**Run 1: cell area per tile**

(2 px per µm) 11 x 12 tiles, from black (low) to pale yellow (high), 0 to 100% covered.
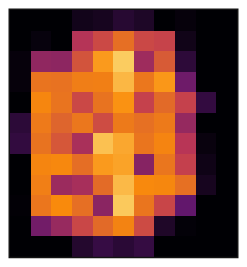
**Run 1: cell classes on the final placement**

(3 px per µm) Fill, decap, tap and diode cells in gray.
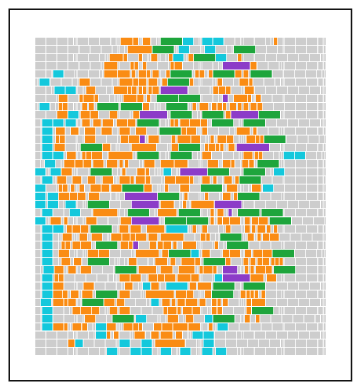
**Run 1: clock routing**

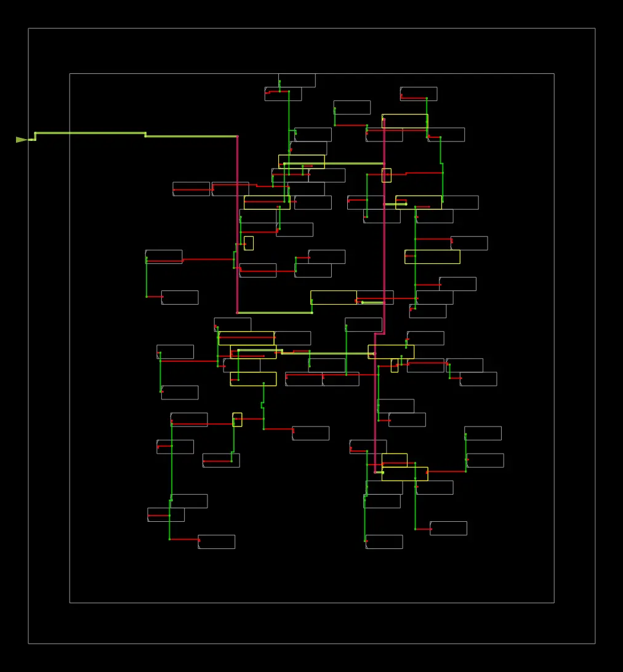
**Run 1: clock distribution**

(4 px per µm)
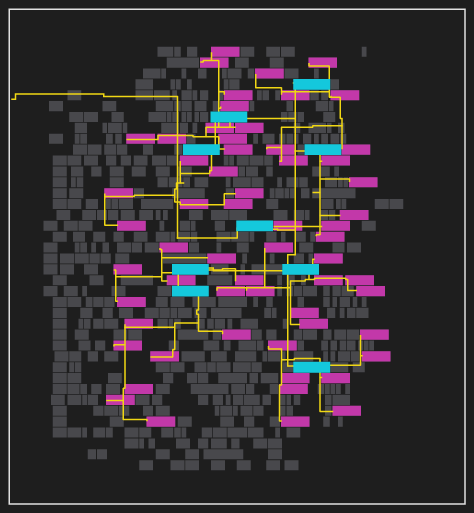
--- config.mk ---
export PLATFORM = sky130hd
export DESIGN_NAME = disp_share_sched
export DESIGN_NICKNAME = d
export VERILOG_FILES = /design/src/rtl/disp_share_sched.sv
export SDC_FILE = /design/constraint.sdc
export NUM_CORES = 1
export LEC_CHECK = 0
export CAP_MARGIN = 10
export CORE_ASPECT_RATIO = 1.1
export CORE_MARGIN = 8
export CORE_UTILIZATION = 40
export DETAILED_ROUTE_END_ITERATION = 7
export PLACE_DENSITY = 0.67
export SETUP_SLACK_MARGIN = 0.5
export SKIP_CTS_REPAIR_TIMING = 1
export SYNTH_ARGS = -nofsm -noshare
export SYNTH_HDL_FRONTEND = slang
export SYNTH_SLANG_ARGS = --single-unit
--- constraint.sdc ---
create_clock -name clk -period 3.7 [get_ports clk]
set_input_delay 0.925 -clock clk [delete_from_list [all_inputs] [get_ports clk]]
set_output_delay 0.925 -clock clk [all_outputs]
set_load 0.02 [all_outputs]
--- src/rtl/disp_share_sched.sv ---
// Round-robin sharing of one 4-digit multiplexed 7-segment display between NREQ 16-bit producers.
// Optional DISP_LEADING_ZERO_BLANK_EN blanks digits above the most significant nonzero nibble.
module disp_share_sched #(
  parameter int CLKFREQ = 27000000,
  parameter int NREQ    = 3,
  parameter int HOLD_MS = 500
) (
  input  logic                 clk,
  input  logic                 rst,
  input  logic [NREQ-1:0]      req,
  input  logic [16*NREQ-1:0]   dat,
  output logic [NREQ-1:0]      grant,
  output logic [1:0]           owner,
  output logic [3:0]           digits,
  output logic [7:0]           segments
);

  localparam int TICK_DIV = (CLKFREQ / 1000 < 1) ? 1 : CLKFREQ / 1000;
  localparam int PW       = $clog2(TICK_DIV + 1);
  localparam int HW       = $clog2(HOLD_MS + 2);

  typedef enum logic [1:0] {IDLE, OWN, GAP} state_t;

  state_t          state_q;
  logic [PW-1:0]   presc_q;
  logic [HW-1:0]   hold_q;
  logic [1:0]      scan_q;
  logic [15:0]     shadow_q;
  logic [NREQ-1:0] grant_q;
  logic [1:0]      owner_q;
  logic [3:0]      digits_q;
  logic [7:0]      seg_q;

  logic            tick;
  logic [3:0]      req_w;
  logic [15:0]     dat_w [4];
  logic            win_found;
  logic [1:0]      win_idx;
  logic [1:0]      cand;
  logic [3:0]      win_oh;
  logic [3:0]      owner_oh;
  logic            others;
  logic            hold_done;
  logic [7:0]      seg_d;

  // Pad requesters out to 4 slots so every 2-bit index is in range.
  generate
    for (genvar gi = 0; gi < 4; gi++) begin : g_slot
      if (gi < NREQ) begin : g_real
        assign req_w[gi] = req[gi];
        assign dat_w[gi] = dat[16*gi +: 16];
      end else begin : g_none
        assign req_w[gi] = 1'b0;
        assign dat_w[gi] = 16'h0000;
      end
    end
  endgenerate

  function automatic logic [7:0] hex7(input logic [3:0] n);
    case (n)
      4'h0: hex7 = 8'hC0;  4'h1: hex7 = 8'hF9;  4'h2: hex7 = 8'hA4;  4'h3: hex7 = 8'hB0;
      4'h4: hex7 = 8'h99;  4'h5: hex7 = 8'h92;  4'h6: hex7 = 8'h82;  4'h7: hex7 = 8'hF8;
      4'h8: hex7 = 8'h80;  4'h9: hex7 = 8'h90;  4'hA: hex7 = 8'h88;  4'hB: hex7 = 8'h83;
      4'hC: hex7 = 8'hC6;  4'hD: hex7 = 8'hA1;  4'hE: hex7 = 8'h86;  default: hex7 = 8'h8E;
    endcase
  endfunction

  assign tick      = (presc_q == PW'(TICK_DIV - 1));
  assign owner_oh  = 4'b0001 << owner_q;
  assign others    = |(req_w & ~owner_oh);
  assign hold_done = (hold_q == HW'(HOLD_MS));
  assign win_oh    = 4'b0001 << win_idx;

  // Walk downwards so the candidate nearest owner+1 is the one left standing.
  always_comb begin
    win_found = 1'b0;
    win_idx   = 2'd0;
    cand      = 2'd0;
    for (int k = NREQ; k >= 1; k--) begin
      cand = 2'((int'(owner_q) + k) % NREQ);
      if (req_w[cand]) begin
        win_found = 1'b1;
        win_idx   = cand;
      end
    end
  end

  always_comb begin
    seg_d = hex7(shadow_q[{scan_q, 2'b00} +: 4]);
    if (state_q != OWN) seg_d = 8'hFF;
`ifdef DISP_LEADING_ZERO_BLANK_EN
    if (scan_q != 2'd0 && (shadow_q >> {scan_q, 2'b00}) == 16'h0000) seg_d = 8'hFF;
`endif
  end

  always_ff @(posedge clk) begin
    if (rst) begin
      state_q  <= IDLE;
      presc_q  <= '0;
      hold_q   <= '0;
      scan_q   <= 2'd0;
      shadow_q <= 16'h0000;
      grant_q  <= '0;
      owner_q  <= 2'(NREQ - 1);
      digits_q <= 4'hF;
      seg_q    <= 8'hFF;
    end else begin
      presc_q <= tick ? '0 : presc_q + 1'b1;
      if (tick) begin
        scan_q   <= scan_q + 2'd1;
        digits_q <= ~(4'b0001 << scan_q);
        seg_q    <= seg_d;
      end
      case (state_q)
        OWN: begin
          if (tick && !hold_done) hold_q <= hold_q + 1'b1;
          // Reload only at frame boundary so a frame never mixes two words.
          if (tick && scan_q == 2'd3) shadow_q <= dat_w[owner_q];
          if (!req_w[owner_q] || (hold_done && others)) begin
            state_q <= GAP;
            grant_q <= '0;
          end
        end
        IDLE, GAP: begin
          if (win_found) begin
            state_q  <= OWN;
            owner_q  <= win_idx;
            grant_q  <= win_oh[NREQ-1:0];
            hold_q   <= '0;
            shadow_q <= dat_w[win_idx];
          end else begin
            state_q <= IDLE;
          end
        end
        default: state_q <= IDLE;
      endcase
    end
  end

  assign grant    = grant_q;
  assign owner    = owner_q;
  assign digits   = digits_q;
  assign segments = seg_q;

endmodule
==> out/results.txt, run 1 <==
Outcome - completed
Yosys cell count - 472
Syn nets - 543
Asr flop ratio synth - 0%
Cell Area, Synth - 4190 µm²
R2R Setup Slk - 0.80 ns
Avg Inst Size Synth - 8.87 µm²
Area reported by Yosys stat - 4190 µm²
Startpoint types - primary input
Initial antenna violation count - 0
P&R area growth vs syn - 25.5%
FMAX - 0.332 GHz
First-pass GRT wire length - 18800 µm
Post-Place Cell Area - 4900 µm²
Fin crit share - 81.4%
Yosys top cell by instances - dfxtp_1
CP endpoint kind - register
Largest net degree at the start of global routing - 35
Tot Pwr - 3.75 mW
Top cells by area - dfxtp_1 29%, mux2i_1 9.8%, a211oi_1 5.7%
Commonest cells post-synth - 60 x dfxtp_1, 49 x nor2_1, 41 x mux2i_1
Data required, critical path - 3.92 ns
Grt ovf - 0
Crit path DAT - 3.23 ns
Final min period - 3.01 ns
Grt met3 use - 4.59%
Clock share of power - 23.7%
Final setup margin - 0.688 ns
Slew Limit Fails - 0
GR Util met2 - 28.6%
Leak - 1.95 nW
Main logic family - AND-OR/OR-AND gates
Routed WL - 11300 µm
Longest Clk Path Bufs - 2
Max VDD drop - 303 µV
Final ANT Viol Nets - 0
Net Sw Frac - 40.2%
Die Y - 123 µm
Worst Setup SP - req[2]
Register share of total power - 21.7%
Drt pass-1 iters - 4
Total Routing Usage GR - 16.4%
Comb power frac - 54.6%
Post-Syn Instances - 472
CP Max Fanout - 32
CP endpoint - shadow_q[5]
R2R Path End - shadow_q[14]
Pint - 2.24 mW
H-Tree Depth - 3
DRC Markers - 0
Share of layout cells above drive strength 1 - 8.90%
Xor/xnor share - 3.14%
Post-synth seq share - 28.7%
#FFs+latches synth - 60
Post-synth cell types - 66
Ys flop type - dfxtp_1
Worst Reg-to-Reg Cells - 8
RR Startpoint - owner[0]
Global route hottest layer - met2
Crit Path Category - primary input to register
WHS - 0.453 ns
Syn. warnings - 0
TNS Setup - 0 ns
DR vias/cell - 5.67
Hpwl dp - 8290 µm
Post-synth EDFFs - 0
Pwr/cell area - 712 nW/µm²
Die X-Extent - 114 µm
Clk pin slew, worst setup/hold paths - 0.05 ns
Diode count - 0
Pre-CTS setup slack - 0.144 ns
Fin nets - 594
Detailed-route via count - 3803
Yosys adder share - 5.38%
CTS tree - done
Synth Area in Simple Gates - 18.1%
Multiplexer share - 12.8%
Final setup vio count - 0
Measured slew at the worst slew-check pin - 1.09 ns
I/O Buffers - 68
Top cell area share - 28.7%
Net Switching - 1.50 mW
OpenROAD warning count - 39
DP Cell Count - 653
Root buf cell - clkbuf_16
Hold_sp - presc_q[0]
Iter 0 DRT Violations - 174
HP Class - register to register
GR Util met1 - 18.9%
Largest area contributor in the netlist - dfxtp_1
Number of global-route vias before repair - 3830
Final std cells w/o fill - 671
Normalized max-slew margin - 27.6%
I/O Pins - 70
Max-Cap Viols - 0
Synth Area in Compound Gates - 25.2%
Die area - 14000 µm²
RSZ-0062 raised after global routing - no
Gp weighted congestion - 0.858
Final Hold Vio Count - 0
Drt wl/cell - 16.8 µm
## Picture notes: 'cell area per tile'
nearly empty tiles = 30%
mean over tiles = 36%
fullest tile = 89%
tiles over 75% full = 8.3%
densest ninth of the die = center
core area: 10300 µm²
end-of-flow core utilization: 51.1%
Core Density at Floorplan: 40.7%

## Picture notes: 'cell classes on the final placement'
green -> flops  # cells 60
cyan -> other buffers and delay cells  # cells 77
purple -> clock drivers and dummy loads  # cells 16
orange -> all other logic  # cells 375
fin area: 5260 µm²
Row Count: 39
sequential cell area share: 22.9%

## Picture notes: 'clock routing'
Clock group: 0.889 mW
clock tree sinks: 60
CLK BUF: 11
CTS buffer count: 9

## Picture notes: 'clock distribution'
cyan -> cells driving clock nets  # count 9
yellow -> clock wires  # length 817 µm
magenta -> flip-flops  # count 60
routed clock nets = 10
clock skew: 0.00605 ns
Clock Latency Late Sink: 0.32 ns

[run 1: worst max-delay path, cell delays in order]
cell and delay [ns]:
clkdlybuf4s50_1 0.60, and3_4 0.29, or2_1 0.59, a211oi_1 0.41
mux2i_1 0.13, a32o_1 0.27
[run 1: power by group through the flow]
stage | logic [mW] | clock network [mW] | registers, mW
3_5_place_dp | 1.97 | 0 | 0.824
2_1_floorplan | 1.61 | 0 | 0.825
4_1_cts | 1.97 | 0.897 | 0.811
6_report | 2.04 | 0.889 | 0.812
5_1_grt | 2.20 | 0.933 | 0.822
3_3_place_gp | 1.93 | 0 | 0.821
[run 1: cell usage in the layout, fill, tap and decap left out, drive strengths merged, types with 16 or more instances in the layout]
cell type / instances
nand2: 26
nor2: 50
clkdlybuf4s50: 68
a32o: 16
a211oi: 32
ha: 18
a2bb2oi: 16
inv: 16
dfxtp: 60
a21oi: 31
mux2i: 41
[run 1: worst min path at each step]
stage / end / slack, ns / cells after the start
after floorplan: presc_q[0] / 0.43 / 1
after global placement: presc_q[0] / 0.44 / 1
after detailed placement: presc_q[0] / 0.45 / 1
after CTS: presc_q[0] / 0.46 / 1
after global routing: shadow_q[9] / 0.48 / 1
final: presc_q[0] / 0.45 / 1
[run 1: area by class of cell]
type	instances	area, µm²
fillers	987	5040
multi-input cells	358	2720
flip-flops and latches	60	1200
repair buffers	77	773
clock buffers	11	243
well taps	143	179
clock inverters	5	75.1
inverters	17	63.8
[run 1: metal layers]
metal | up-vias | part of all wire, %
met5 | - | 0
met4 | 0 | 2.1
met3 | 18 | 6.5
met2 | 129 | 48
met1 | 1791 | 43
li1 | 1865 | -
[run 1: registers in the layout (all words and copies together), names as in the netlist]
register and flops:
hold_q 9, state_q 2, shadow_q 16, scan_q 2, presc_q 15, grant 3
segments 7, owner 2, digits 4
**Run 1: close-up of the layout**

Region (44, 49) to (69, 74) µm. Cells in gray, sequential cells in the stronger gray; small squares are vias.
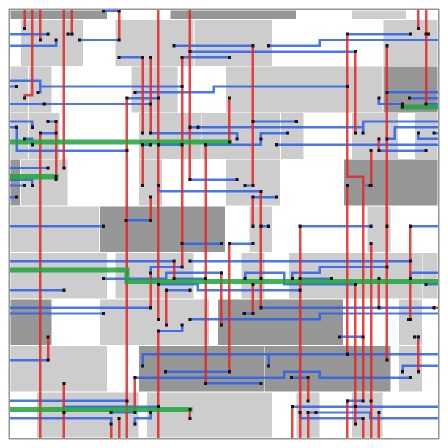

==> inputs of run 2 (changes only) <==
clock period = 3.05 ns   (was 3.7 ns; I/O delays follow)
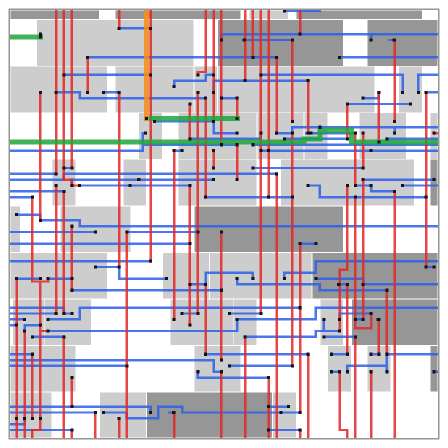
**Above:** run 2 (close-up of the layout).
Region (44, 49) to (69, 74) µm. Cells in gray, sequential cells in the stronger gray; small squares are vias.
orange -> met4
red -> met2
green -> met3
blue -> met1
most frequent = dfxtp_1 (5), inv_1 (4), nor2_1 (4)
cells with their middle in the window = 36
sequential cells in the window = 6
netlist names of flops here include = `digits` (2), `state_q` (2)

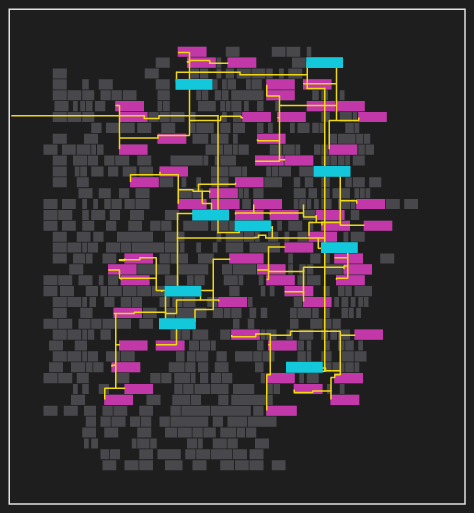
**Above:** run 2 (clock distribution).
(4 px per µm)
yellow -> clock wires  # length 883 µm
cyan -> cells driving clock nets  # count 9
magenta -> flip-flops  # count 60
routed clock nets = 10
clock skew: 0.00554 ns
Clock group: 0.916 mW
Clock Latency Late Sink: 0.33 ns
clock share of power: 19.6%

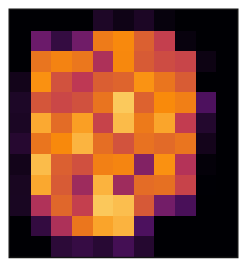
**Above:** run 2 (cell area per tile).
(2 px per µm) 11 x 12 tiles, from black (low) to pale yellow (high), 0 to 100% covered.
emptiest ninth of the die = lower right
nearly empty tiles = 26%
mean over tiles = 38%
densest ninth of the die = center
fullest tile = 88%
end-of-flow core utilization: 52.7%

==> out/results.txt, run 2 <==
Outcome - completed (unchanged)
Final ANT Viol Nets - 0 (unchanged)
Longest Clk Path Bufs - 2 (unchanged)
Drt wl/cell - 16.3 µm (was 16.8 µm)
P&R area growth vs syn - 29.6% (was 25.5%)
Die X-Extent - 114 µm (unchanged)
Max VDD drop - 394 µV (was 303 µV)
Hpwl dp - 8360 µm (was 8290 µm)
Largest register FFs - 16 (unchanged)
Row Count - 39 (unchanged)
CP endpoint kind - register (unchanged)
Core Density at Floorplan - 40.7% (unchanged)
Most frequent logic cell in the layout - clkdlybuf4s50_1 (unchanged)
Yosys top cell by instances - dfxtp_1 (unchanged)
FMAX - 0.400 GHz
Syn nets - 543 (unchanged)
Fin nets - 617 (was 594)
Final min period - 2.50 ns
Root buf cell - clkbuf_16 (unchanged)
Data required, critical path - 3.28 ns (was 3.92 ns)
Area reported by Yosys stat - 4190 µm² (unchanged)
Measured slew at the worst slew-check pin - 0.528 ns (was 1.09 ns)
Cell Area, Synth - 4190 µm² (unchanged)
Seq power - 1.01 mW (was 0.812 mW)
Number of global-route vias before repair - 3823 (was 3830)
Routed WL - 11300 µm (about the same)
OpenROAD warning count - 39 (unchanged)
Die area - 14000 µm² (unchanged)
Grt ovf - 0 (unchanged)
Fin crit share - 81.9%
RSZ-0062 raised after global routing - no (unchanged)
Largest net degree at the start of global routing - 35 (unchanged)
Iter 0 DRT Violations - 208 (was 174)
CTS tree - done (unchanged)
Post-Syn Instances - 472 (unchanged)
Share of layout cells above drive strength 1 - 13.4% (was 8.90%)
Avg Inst Size Synth - 8.87 µm² (unchanged)
Crit Path Category - primary input to register (unchanged)
Comb power frac - 58.8% (was 54.6%)
Clock tree sinks - 60 (unchanged)
Commonest cells post-synth - 60 x dfxtp_1, 49 x nor2_1, 41 x mux2i_1 (unchanged)
TNS Setup - 0 ns (unchanged)
Net Sw Frac - 40.9% (was 40.2%)
Syn. warnings - 0 (unchanged)
FILL cells - 971 (was 987)
Crit path DAT - 2.72 ns (was 3.23 ns)
Largest area contributor in the netlist - dfxtp_1 (unchanged)
DRC Markers - 0 (unchanged)
Most frequent cells in the layout - 67 x clkdlybuf4s50_1, 58 x dfxtp_1, 49 x nor2_1 (was 68 x clkdlybuf4s50_1, 60 x dfxtp_1, 49 x nor2_1)
CP Max Fanout - 14 (was 32)
Largest registers - shadow_q (16), presc_q (15), hold_q (9) (unchanged)
First-pass GRT wire length - 18400 µm (was 18800 µm)
Net Switching - 1.91 mW (was 1.50 mW)
Post-synth EDFFs - 0 (unchanged)
#FFs+latches synth - 60 (unchanged)
Slew Limit Fails - 0 (unchanged)
HP Class - register to register (unchanged)
Top reg by flops - shadow_q (unchanged)
Normalized max-slew margin - 64.6% (was 27.6%)
Startpoint types - primary input (unchanged)
Yosys cell count - 472 (unchanged)
WHS - 0.456 ns (was 0.453 ns)
Final setup margin - 0.553 ns (was 0.688 ns)
Top cell area share - 28.7% (unchanged)
-- run 2: cell count changes in the layout (fill, tap and decap cells not counted), moves of 2 or more --
cell | previous run | this run
dfxtp_1 | 60 | 58
bufinv_16 | 2 | 0
buf_4 | 7 | 27
clkinvlp_4 | 0 | 2
-- run 2: final timing paths --
kind	startpoint	to	slack, ns	depth (start not counted)
worst max-delay path	req[0]	shadow_q[3]	0.55	8
worst min-delay path	presc_q[0]	presc_q[0]	0.46	1
worst max register to register	owner[1]	shadow_q[6]	0.69	10
worst min register to register	presc_q[0]	presc_q[0]	0.46	1
-- run 2: routing by layer --
layer  routed length (µm)  vias to the layer above  part of all wire, %  GRT usage, %
met5                    0                        -                    0             0
met4                  278                        0                  2.5          6.75
met3                  533                       21                  4.7          4.64
met2                 5400                       90                   48          28.3
met1                 5100                     1752                   45          18.2
li1                     -                     1906                    -             -
-- run 2: cell type report --
class                           count  area (µm²)  share of cell area [%]
Tap cell                          143         179                    3.30
Inverter                           17        63.8                    1.18
Clock buffer                        9         225                    4.15
Sequential cell                    60        1210                    22.2
Clock inverter                      7        43.8                   0.807
Timing Repair Buffer              100         977                    18.0
Multi-Input combinational cell    358        2730                    50.4
-- run 2: kinds of logic after synthesis --
family | share of synthesized area [%]
adders and majority gates | 5.38
AOI/OAI and AO/OA | 25.2
buffers and inverters | 6.66
xor gates and xnor gates | 3.14
DFF | 28.7
muxes | 12.8
other | 0.0895
and+or+nand+nor | 18.1
-- run 2: worst max-delay path, stage by stage --
cell and delay, ns:
clkdlybuf4s50_1 0.57, a21boi_2 0.24, a32oi_4 0.09, buf_4 0.17, a311oi_4 0.26, buf_8 0.23, mux2i_1 0.11, a32o_1 0.27
Power and IR drop assume default switching activity.
